--- config.mk ---
export PLATFORM = sky130hd
export DESIGN_NAME = firebird7_in_gate1_tessent_data_mux_hold_flat
export DESIGN_NICKNAME = d
export VERILOG_FILES = /design/src/rtl/firebird7_in_gate1_tessent_data_mux_hold_if.sv /design/src/rtl/firebird7_in_gate1_tessent_data_mux_hold.sv /design/src/flat_wrapper.sv
export SDC_FILE = /design/constraint.sdc
export NUM_CORES = 1
export LEC_CHECK = 0
export CAP_MARGIN = 20
export CELL_PAD_IN_SITES_DETAIL_PLACEMENT = 1
export CELL_PAD_IN_SITES_GLOBAL_PLACEMENT = 1
export CORE_MARGIN = 4
export CORE_UTILIZATION = 43
export CTS_BUF_LIST = sky130_fd_sc_hd__clkbuf_8
export DETAILED_ROUTE_END_ITERATION = 10
export MAX_ROUTING_LAYER = met4
export PLACE_DENSITY_LB_ADDON = 0.1
export REMOVE_ABC_BUFFERS = 1
export SLEW_MARGIN = 20
export SYNTH_ARGS = -nofsm -noshare
export SYNTH_HDL_FRONTEND = slang
export SYNTH_SLANG_ARGS = --single-unit
--- constraint.sdc ---
create_clock -name ijtag_tck -period 3.6 [get_ports ijtag_tck]
set_clock_uncertainty 0.1 [all_clocks]
set_input_delay 0.54 -clock ijtag_tck [delete_from_list [all_inputs] [get_ports ijtag_tck]]
set_output_delay 0.54 -clock ijtag_tck [all_outputs]
set_load 0.01 [all_outputs]
--- src/rtl/firebird7_in_gate1_tessent_data_mux_hold_if.sv ---
// Bus bundle for the firebird7_in gate1 IJTAG override mux: select bits, both
// data sources, capture strobe, and the muxed/captured/status outputs.
interface firebird7_in_gate1_tessent_data_mux_hold_if #(
    parameter int WIDTH  = 3,
    parameter int NUM_CH = 4
);
    logic [NUM_CH-1:0]       ijtag_select;
    logic [NUM_CH*WIDTH-1:0] ijtag_data_in;
    logic [NUM_CH*WIDTH-1:0] functional_data_in;
    logic                    ijtag_capture_en;
    logic [NUM_CH*WIDTH-1:0] data_out;
    logic [NUM_CH*WIDTH-1:0] capture_data;
    logic [NUM_CH-1:0]       sel_active;
    logic [NUM_CH-1:0]       switch_busy;

    modport master (
        output ijtag_select, ijtag_data_in, functional_data_in, ijtag_capture_en,
        input  data_out, capture_data, sel_active, switch_busy
    );

    modport slave (
        input  ijtag_select, ijtag_data_in, functional_data_in, ijtag_capture_en,
        output data_out, capture_data, sel_active, switch_busy
    );
endinterface

--- src/rtl/firebird7_in_gate1_tessent_data_mux_hold.sv ---
// Per-channel IJTAG/functional override mux with a programmable frozen-output
// hold on every handover, plus a functional-data capture register.
module firebird7_in_gate1_tessent_data_mux_hold #(
    parameter int WIDTH       = 3,
    parameter int NUM_CH      = 4,
    parameter int HOLD_CYCLES = 2
) (
    input logic ijtag_tck,
    input logic ijtag_reset,
    firebird7_in_gate1_tessent_data_mux_hold_if.slave bus
);
    typedef enum logic [1:0] {
        FUNC,
        HOLD_TO_IJTAG,
        IJTAG,
        HOLD_TO_FUNC
    } state_e;

    localparam bit         DIRECT      = (HOLD_CYCLES == 0);
    localparam logic [3:0] HOLD_RELOAD = DIRECT ? 4'd0 : 4'(HOLD_CYCLES - 1);

    state_e                  state_q [NUM_CH];
    state_e                  state_d [NUM_CH];
    logic [3:0]              cnt_q   [NUM_CH];
    logic [3:0]              cnt_d   [NUM_CH];
    logic [NUM_CH*WIDTH-1:0] data_out_q, data_out_d;
    logic [NUM_CH*WIDTH-1:0] capture_data_q, capture_data_d;

    always_comb begin
        // NOTE: every always_comb output gets a default first so no path leaves it unassigned (no latch).
        data_out_d     = data_out_q;
        capture_data_d = bus.ijtag_capture_en ? bus.functional_data_in : capture_data_q;
        for (int c = 0; c < NUM_CH; c++) begin
            state_d[c] = state_q[c];
            cnt_d[c]   = cnt_q[c];
            unique case (state_q[c])
                FUNC: begin
                    if (bus.ijtag_select[c]) begin
                        if (DIRECT) begin
                            state_d[c] = IJTAG;
                        end else begin
                            state_d[c] = HOLD_TO_IJTAG;
                            cnt_d[c]   = HOLD_RELOAD;
                        end
                    end
                end
                HOLD_TO_IJTAG: begin
                    // A dropped request aborts and restarts a full-length hold back.
                    if (!bus.ijtag_select[c]) begin
                        state_d[c] = HOLD_TO_FUNC;
                        cnt_d[c]   = HOLD_RELOAD;
                    end else if (cnt_q[c] == 4'd0) begin
                        state_d[c] = IJTAG;
                    end else begin
                        cnt_d[c] = cnt_q[c] - 4'd1;
                    end
                end
                IJTAG: begin
                    if (!bus.ijtag_select[c]) begin
                        if (DIRECT) begin
                            state_d[c] = FUNC;
                        end else begin
                            state_d[c] = HOLD_TO_FUNC;
                            cnt_d[c]   = HOLD_RELOAD;
                        end
                    end
                end
                HOLD_TO_FUNC: begin
                    if (bus.ijtag_select[c]) begin
                        state_d[c] = HOLD_TO_IJTAG;
                        cnt_d[c]   = HOLD_RELOAD;
                    end else if (cnt_q[c] == 4'd0) begin
                        state_d[c] = FUNC;
                    end else begin
                        cnt_d[c] = cnt_q[c] - 4'd1;
                    end
                end
            endcase

            // The output follows the state being entered, so a hold freezes it on the same edge.
            case (state_d[c])
                FUNC:    data_out_d[c*WIDTH +: WIDTH] = bus.functional_data_in[c*WIDTH +: WIDTH];
                IJTAG:   data_out_d[c*WIDTH +: WIDTH] = bus.ijtag_data_in[c*WIDTH +: WIDTH];
                default: data_out_d[c*WIDTH +: WIDTH] = data_out_q[c*WIDTH +: WIDTH];
            endcase
        end
    end

    always_ff @(posedge ijtag_tck or negedge ijtag_reset) begin
        if (!ijtag_reset) begin
            for (int c = 0; c < NUM_CH; c++) begin
                state_q[c] <= FUNC;
                cnt_q[c]   <= 4'd0;
            end
            data_out_q     <= '0;
            capture_data_q <= '0;
        end else begin
            // NOTE: sequential state uses non-blocking assignments so all flops update from pre-edge values.
            for (int c = 0; c < NUM_CH; c++) begin
                state_q[c] <= state_d[c];
                cnt_q[c]   <= cnt_d[c];
            end
            data_out_q     <= data_out_d;
            capture_data_q <= capture_data_d;
        end
    end

    always_comb begin
        bus.sel_active  = '0;
        bus.switch_busy = '0;
        for (int c = 0; c < NUM_CH; c++) begin
            bus.sel_active[c]  = (state_q[c] == IJTAG);
            bus.switch_busy[c] = (state_q[c] == HOLD_TO_IJTAG) || (state_q[c] == HOLD_TO_FUNC);
        end
    end

    assign bus.data_out     = data_out_q;
    assign bus.capture_data = capture_data_q;
endmodule

--- src/flat_wrapper.sv ---
// flat-port wrapper written by rule: the top's interface ports become plain ports
module firebird7_in_gate1_tessent_data_mux_hold_flat 
#(
    parameter int WIDTH       = 3,
    parameter int NUM_CH      = 4,
    parameter int HOLD_CYCLES = 2
)
  (ijtag_tck, ijtag_reset, bus_ijtag_select, bus_ijtag_data_in, bus_functional_data_in, bus_ijtag_capture_en, bus_data_out, bus_capture_data, bus_sel_active, bus_switch_busy);
  firebird7_in_gate1_tessent_data_mux_hold_if #(.WIDTH(WIDTH), .NUM_CH(NUM_CH)) bus_i ();
  input logic ijtag_tck;
  input logic ijtag_reset;
  input wire logic [$bits(bus_i.ijtag_select)-1:0] bus_ijtag_select;
  input wire logic [$bits(bus_i.ijtag_data_in)-1:0] bus_ijtag_data_in;
  input wire logic [$bits(bus_i.functional_data_in)-1:0] bus_functional_data_in;
  input wire logic [$bits(bus_i.ijtag_capture_en)-1:0] bus_ijtag_capture_en;
  output wire logic [$bits(bus_i.data_out)-1:0] bus_data_out;
  output wire logic [$bits(bus_i.capture_data)-1:0] bus_capture_data;
  output wire logic [$bits(bus_i.sel_active)-1:0] bus_sel_active;
  output wire logic [$bits(bus_i.switch_busy)-1:0] bus_switch_busy;
  assign bus_i.ijtag_select = bus_ijtag_select;
  assign bus_i.ijtag_data_in = bus_ijtag_data_in;
  assign bus_i.functional_data_in = bus_functional_data_in;
  assign bus_i.ijtag_capture_en = bus_ijtag_capture_en;
  assign bus_data_out = bus_i.data_out;
  assign bus_capture_data = bus_i.capture_data;
  assign bus_sel_active = bus_i.sel_active;
  assign bus_switch_busy = bus_i.switch_busy;
  firebird7_in_gate1_tessent_data_mux_hold #(.WIDTH(WIDTH), .NUM_CH(NUM_CH), .HOLD_CYCLES(HOLD_CYCLES)) u_core (.ijtag_tck(ijtag_tck), .ijtag_reset(ijtag_reset), .bus(bus_i));
endmodule
### Pin placement, run 1

Drawn at 6 px/um. Pins as bars across the die edge, other pins in grey.
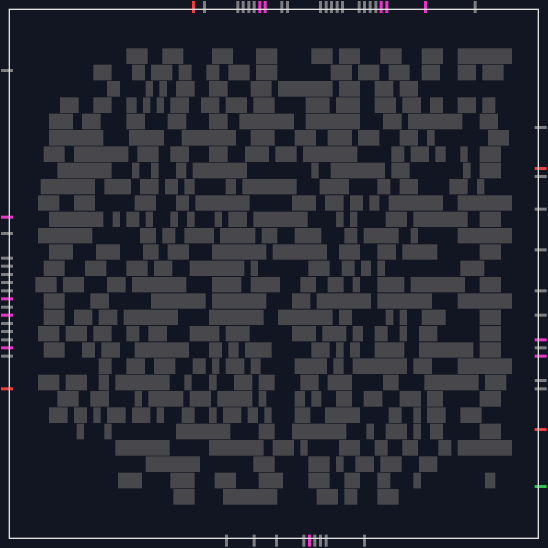
`bus_sel_active`: drawn in red, pins 4, direction output, edge 2 east, 1 west, 1 north. `ijtag_reset`: drawn in green, pins 1, direction input, edge east. `bus_functional_data_in`: drawn in magenta, pins 12, direction input, edge 5 north, 4 west, 2 east, 1 south.
Port Buffers: 62
die height: 87.9 um

### M2 wires, run 1

Drawn at 6 px/um.
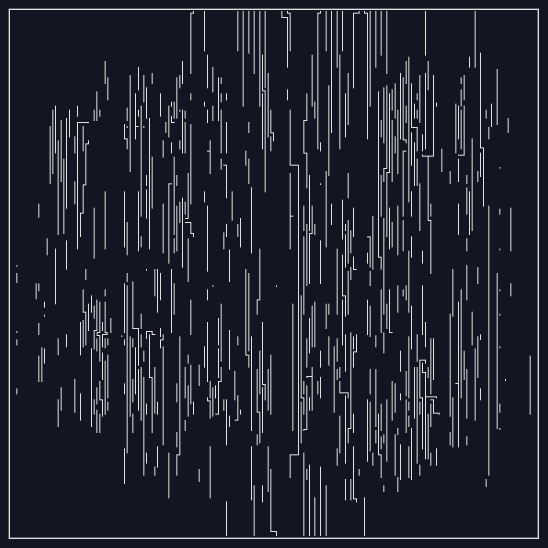
The wires run mostly vertical. The layer carries 3190 um of wire. 320 nets have wire on it. The layer holds 48% of the routed length.
grt met2 use: 0.298
via count: 2245
drt total wl: 6.66 mm

==> flow_summary.yaml, run 1 <==
# generated from flow reports
logic_synthesis:
  netlist_instances: 257
  avgSynthCellArea_um2: 10.7
  netlist_top_cells_count: "48 x dfrtp_1, 23 x inv_1, 16 x mux2_2, 15 x nand2_1"
  synthArstFlopShare: 1.00
  yosysTopAreaCellShare: 0.437
  yosys.area_share.adder: 0.0182
cells_and_area:
  area_growth_pct: 27.1
  dominant_cells: "multi-input combinational cells"
  logic_area_um2: 1370
  buffer_area_frac: 0.185
  n_all_inverters: 23
  nFlopsAndLatches: 48
  logic_gates: 169
  nets: 348
  clkbuf_count: 6
global_route:
  grt_pass1_wl_mm: 11.3
  antenna_found_initial: 0
  use_met1: 0.258
  overflow: 0
  top_usage_layer: "met2"
  grt_max_degree: 26
final_timing:
  hold_slack_ps: 129
  worstMarginPinSlew_ps: 694
  slew_headroom: 0.536
pwr:
  combinationalPowerShare: 0.498
  clock_power_share: 0.132
  comb_power_mw: 1.24
  peakVddDrop_mv: 0.356
  p_int_mw: 1.52
  pg_clk_mw: 0.327
  power_per_cell_area_nw_per_um2: 711
  top_power_group: "combinational logic"
  power.switching_mw: 0.964
  seq_power_mw: 0.920
setup_path:
  cp.depth: 4
  cp-start-kind: "flop"
  worstSetupEndpoint: "bus_sel_active[3]"
  worst-r2r-setup-slack_ps: 1780
  end_kind: "output port"
  r2r-end: "u_core.cnt_q[9]"
  critPathSlowestCell: "dfrtp_1"
  r2r_start: "u_core.cnt_q[8]"
placement:
  place_worst_setup_slack_ps: 1240
  dp_cells: 381
  place_area_um2: 3400
clock_network:
  worst_skew_pair.late_latency_ps: 290
  clk_pin_slew_worst_paths_ps: 90
  ctsLongestPathBuffers: 2
  hold_buffers: 0
  cts.sinks: 48
  cts_resized: 0
  cts_tree: "done"
  cts_buffers: 5
floorplanning:
  fp-utilization: 0.453
  fp.dieArea_um2: 7730
routing:
  antenna_left: 0
  wl_met1_mm: 3.12
  post_drt_via_cell_ratio: 5.77
  wl_met2_mm: 3.19
  firstDrtPassIters: 7
  drt_iter0_markers: 59
job:
  warning_count: 25
outcome:
  status: "completed"
### Placed standard cells, run 1

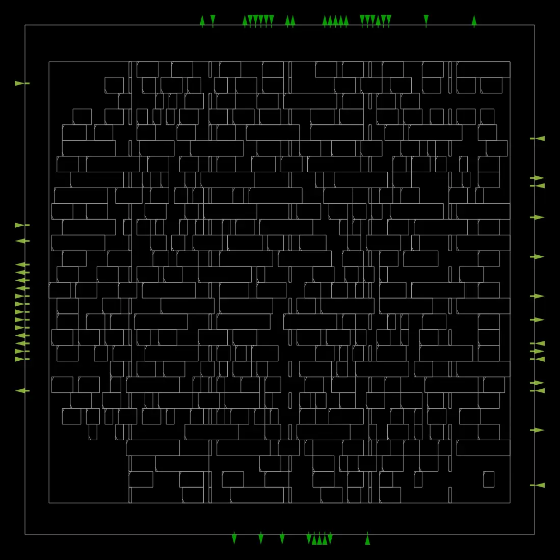
Fillers: 659
num rows: 28

--- run 2 (diff from run 1) ---
- CORE_UTILIZATION: 43 -> 36
- clock period: 3.6 -> 2.12 ns (I/O delays scaled with it)
==> run 2 against run 1 <==
  * Design area rose by 5.7%
  * Worst setup slack got worse by 1100 ps
  * Critical endpoint is now bus_sel_active[1]
  * Worst hold slack better by 260 ps
  * Critical path depth unchanged
  * Clock power grew 110%
  * Non-clock buffer count rose by 18
==> flow_summary.yaml, run 2 <==
# generated from flow reports
outcome:
  status: "completed"
routing:
  vias: 2315
  drt-total-wl_mm: 6.96
  antenna_left: 0
  post_drt_via_cell_ratio: 5.37
  firstDrtPassIters: 7
cells_and_area:
  area_growth_pct: 34.4
  clkbuf_count: 5
  logic_area_um2: 1370
  nets: 366
floorplanning:
  fp.dieArea_um2: 9090
  fp-utilization: 0.375
  rows: 31
clock_network:
  hold_buffers: 1
  cts.sinks: 48
  cts_buffers: 5
  worst_skew_pair.late_latency_ps: 310
setup_path:
  cp.depth: 4
  r2r-end: "u_core.cnt_q[5]"
  worst-r2r-setup-slack_ps: 260
  cp-start-kind: "flop"
global_route:
  use_met1: 0.200
  top_usage_layer: "met2"
final_timing:
  worstMarginPinSlew_ps: 529
  hold_slack_ps: 394
  slew_headroom: 0.647
logic_synthesis:
  yosys.area_share.adder: 0.0182
  avgSynthCellArea_um2: 10.7
  netlist_instances: 257
  netlist_top_cells_count: "48 x dfrtp_1, 23 x inv_1, 16 x mux2_2, 15 x nand2_1"
pwr:
  pg_clk_mw: 0.671
  clock_power_share: 0.150
  power_per_cell_area_nw_per_um2: 1210
  peakVddDrop_mv: 0.487
placement:
  dp_cells: 422
  place_worst_setup_slack_ps: 231
### Placed standard cells, run 2

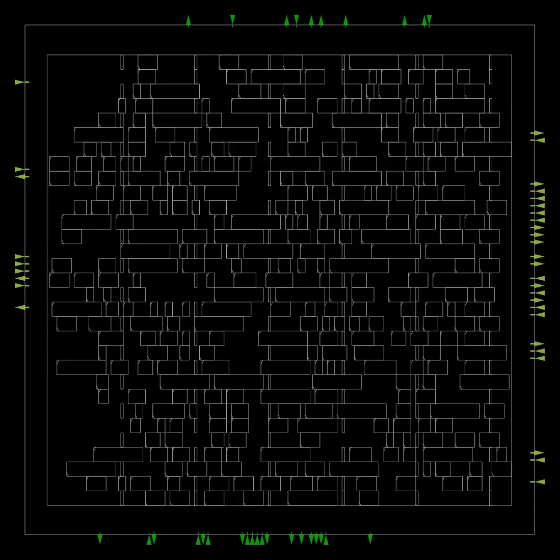
Non-Filler Instances: 431
Seq/total area: 0.325
Core Util, Final: 0.504
Fillers: 821
CORE AREA: 7330 um2

--- run 3 (diff from run 2) ---
- ABC_CLOCK_PERIOD_IN_PS: not set -> 2120
- CORE_MARGIN: 4 -> 1.5
==> run 3 against run 2 <==
  * Synthesized cell count unchanged
  * Clock power decreased by 23%
  * Wire length increased by 1.5%
  * Sequential cell count unchanged
  * Critical path depth decreased by 2
  * Design area decreased by 1.5%
  * Die area decreased by 10%
  * Non-clock buffer count decreased by 1
  * Global-route usage increased by 1.6 points
  * Sequential share of layout area increased by 0.48 points
  * Via count unchanged
  * Combinational power about the same
==> flow_summary.yaml, run 3 <==
# generated from flow reports
outcome:
  status: "completed"
setup_path:
  r2r-end: "u_core.cnt_q[5]"
  cp.depth: 2
  worst-r2r-setup-slack_ps: 260
  cp-start-kind: "flop"
  crit_path_max_incr_delay_ps: 570
  cp_top_family: "buffers and inverters"
  crit_type: "flop to output port"
  critPathSlowestCell: "clkdlybuf4s50_1"
logic_synthesis:
  synthDistinctLibCells: 39
  netlist_top_cells_count: "48 x dfrtp_1, 23 x inv_1, 16 x mux2_2, 15 x nand2_1"
  netlist_instances: 257
  yosysSeqAreaShare: 0.437
  synth_area_um2: 2750
  avgSynthCellArea_um2: 10.7
  ys_sh_mux: 0.0893
  yosys.area_share.adder: 0.0182
  synth_top_cell_by_count: "dfrtp_1"
  logic_family: "AND-OR/OR-AND gates"
pwr:
  power.switching_mw: 1.68
  clock_power_share: 0.120
  pg_clk_mw: 0.519
  power_per_cell_area_nw_per_um2: 1190
  peakVddDrop_mv: 0.451
  comb_power_mw: 2.35
cells_and_area:
  drive_gt1_frac: 0.161
  area_growth_pct: 32.4
  instances_no_fill: 429
  logic_gates: 169
  final_cell_mix: "61 x clkdlybuf4s50_1, 48 x dfrtp_1, 24 x inv_1, 20 x buf_4, 16 x mux2_2"
  final_layout_top_logic_cell: "clkdlybuf4s50_1"
  diodes: 0
  sh_seq_area: 0.330
  regMostFlops: "u_core.cnt_q"
  clkbuf_count: 5
  nets: 365
  logic_area_um2: 1370
  fill_cells: 818
  dominant_cells: "multi-input combinational cells"
  buffer_area_frac: 0.213
routing:
  vias: 2315
  wl_per_cell_um: 16.5
  met3WireLength_um: 216
  drt_iter0_markers: 68
  firstDrtPassIters: 4
  wl_met1_mm: 3.48
  antenna_left: 0
  post_drt_via_cell_ratio: 5.40
  drt-total-wl_mm: 7.06
final_timing:
  period_used_share: 0.953
  final_max_slew_viol_count: 0
  hold_slack_ps: 393
  min_period_ps: 2020
  setup_viol: 0
  hold_viol: 0
  worstMarginPinSlew_ps: 510
  max_freq_mhz: 495
  slew_headroom: 0.659
placement:
  dp_cells: 421
  io_buffers: 62
  place_worst_setup_slack_ps: 183
job:
  warning_count: 25
global_route:
  first_global_vias: 2386
  grtUsageTotal: 0.185
  overflow: 0
  grt_pass1_wl_mm: 11.9
  use_met1: 0.248
  top_usage_layer: "met2"
clock_network:
  htree_num_levels: 2
  hold_buffers: 1
  worst_skew_pair.late_latency_ps: 290
  cts_buffers: 5
  cts.sinks: 48
floorplanning:
  fp-utilization: 0.375
  core_um2: 7330
  taps: 99
  fp.dieArea_um2: 8170
worst_hold_path:
  min_to: "u_core.bus.data_out[11]"
### Placed standard cells, run 3

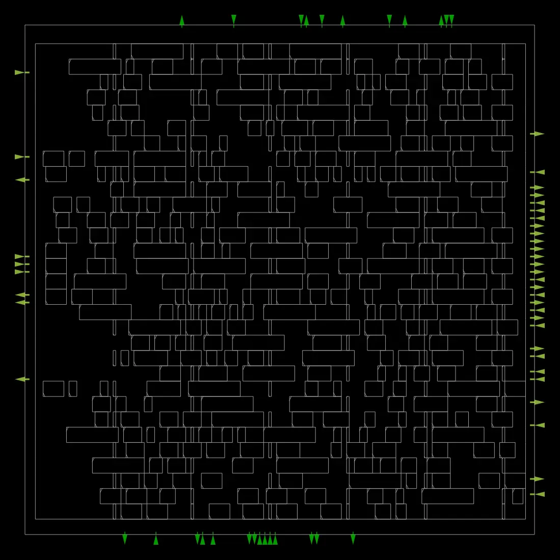
Core Util, Final: 0.496
num rows: 31


==> notes/layouts.md <==
Pictures saved along the way, in no particular order.

Metal layers overlaid.
Drawn at 3 px/um. Only two layers are drawn.
Plate I
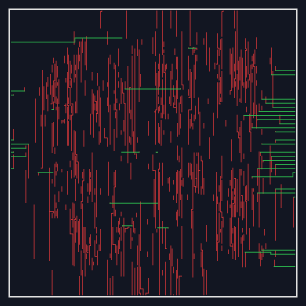
Plate II
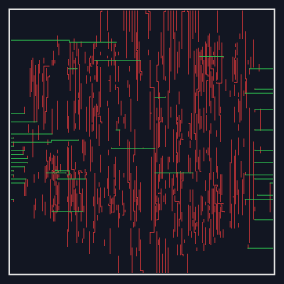
- run 2 = Plate I
- run 1 = Plate II
The one with the largest die is Plate I.

Power figures rest on the tool's default switching activity, not on a simulated workload.
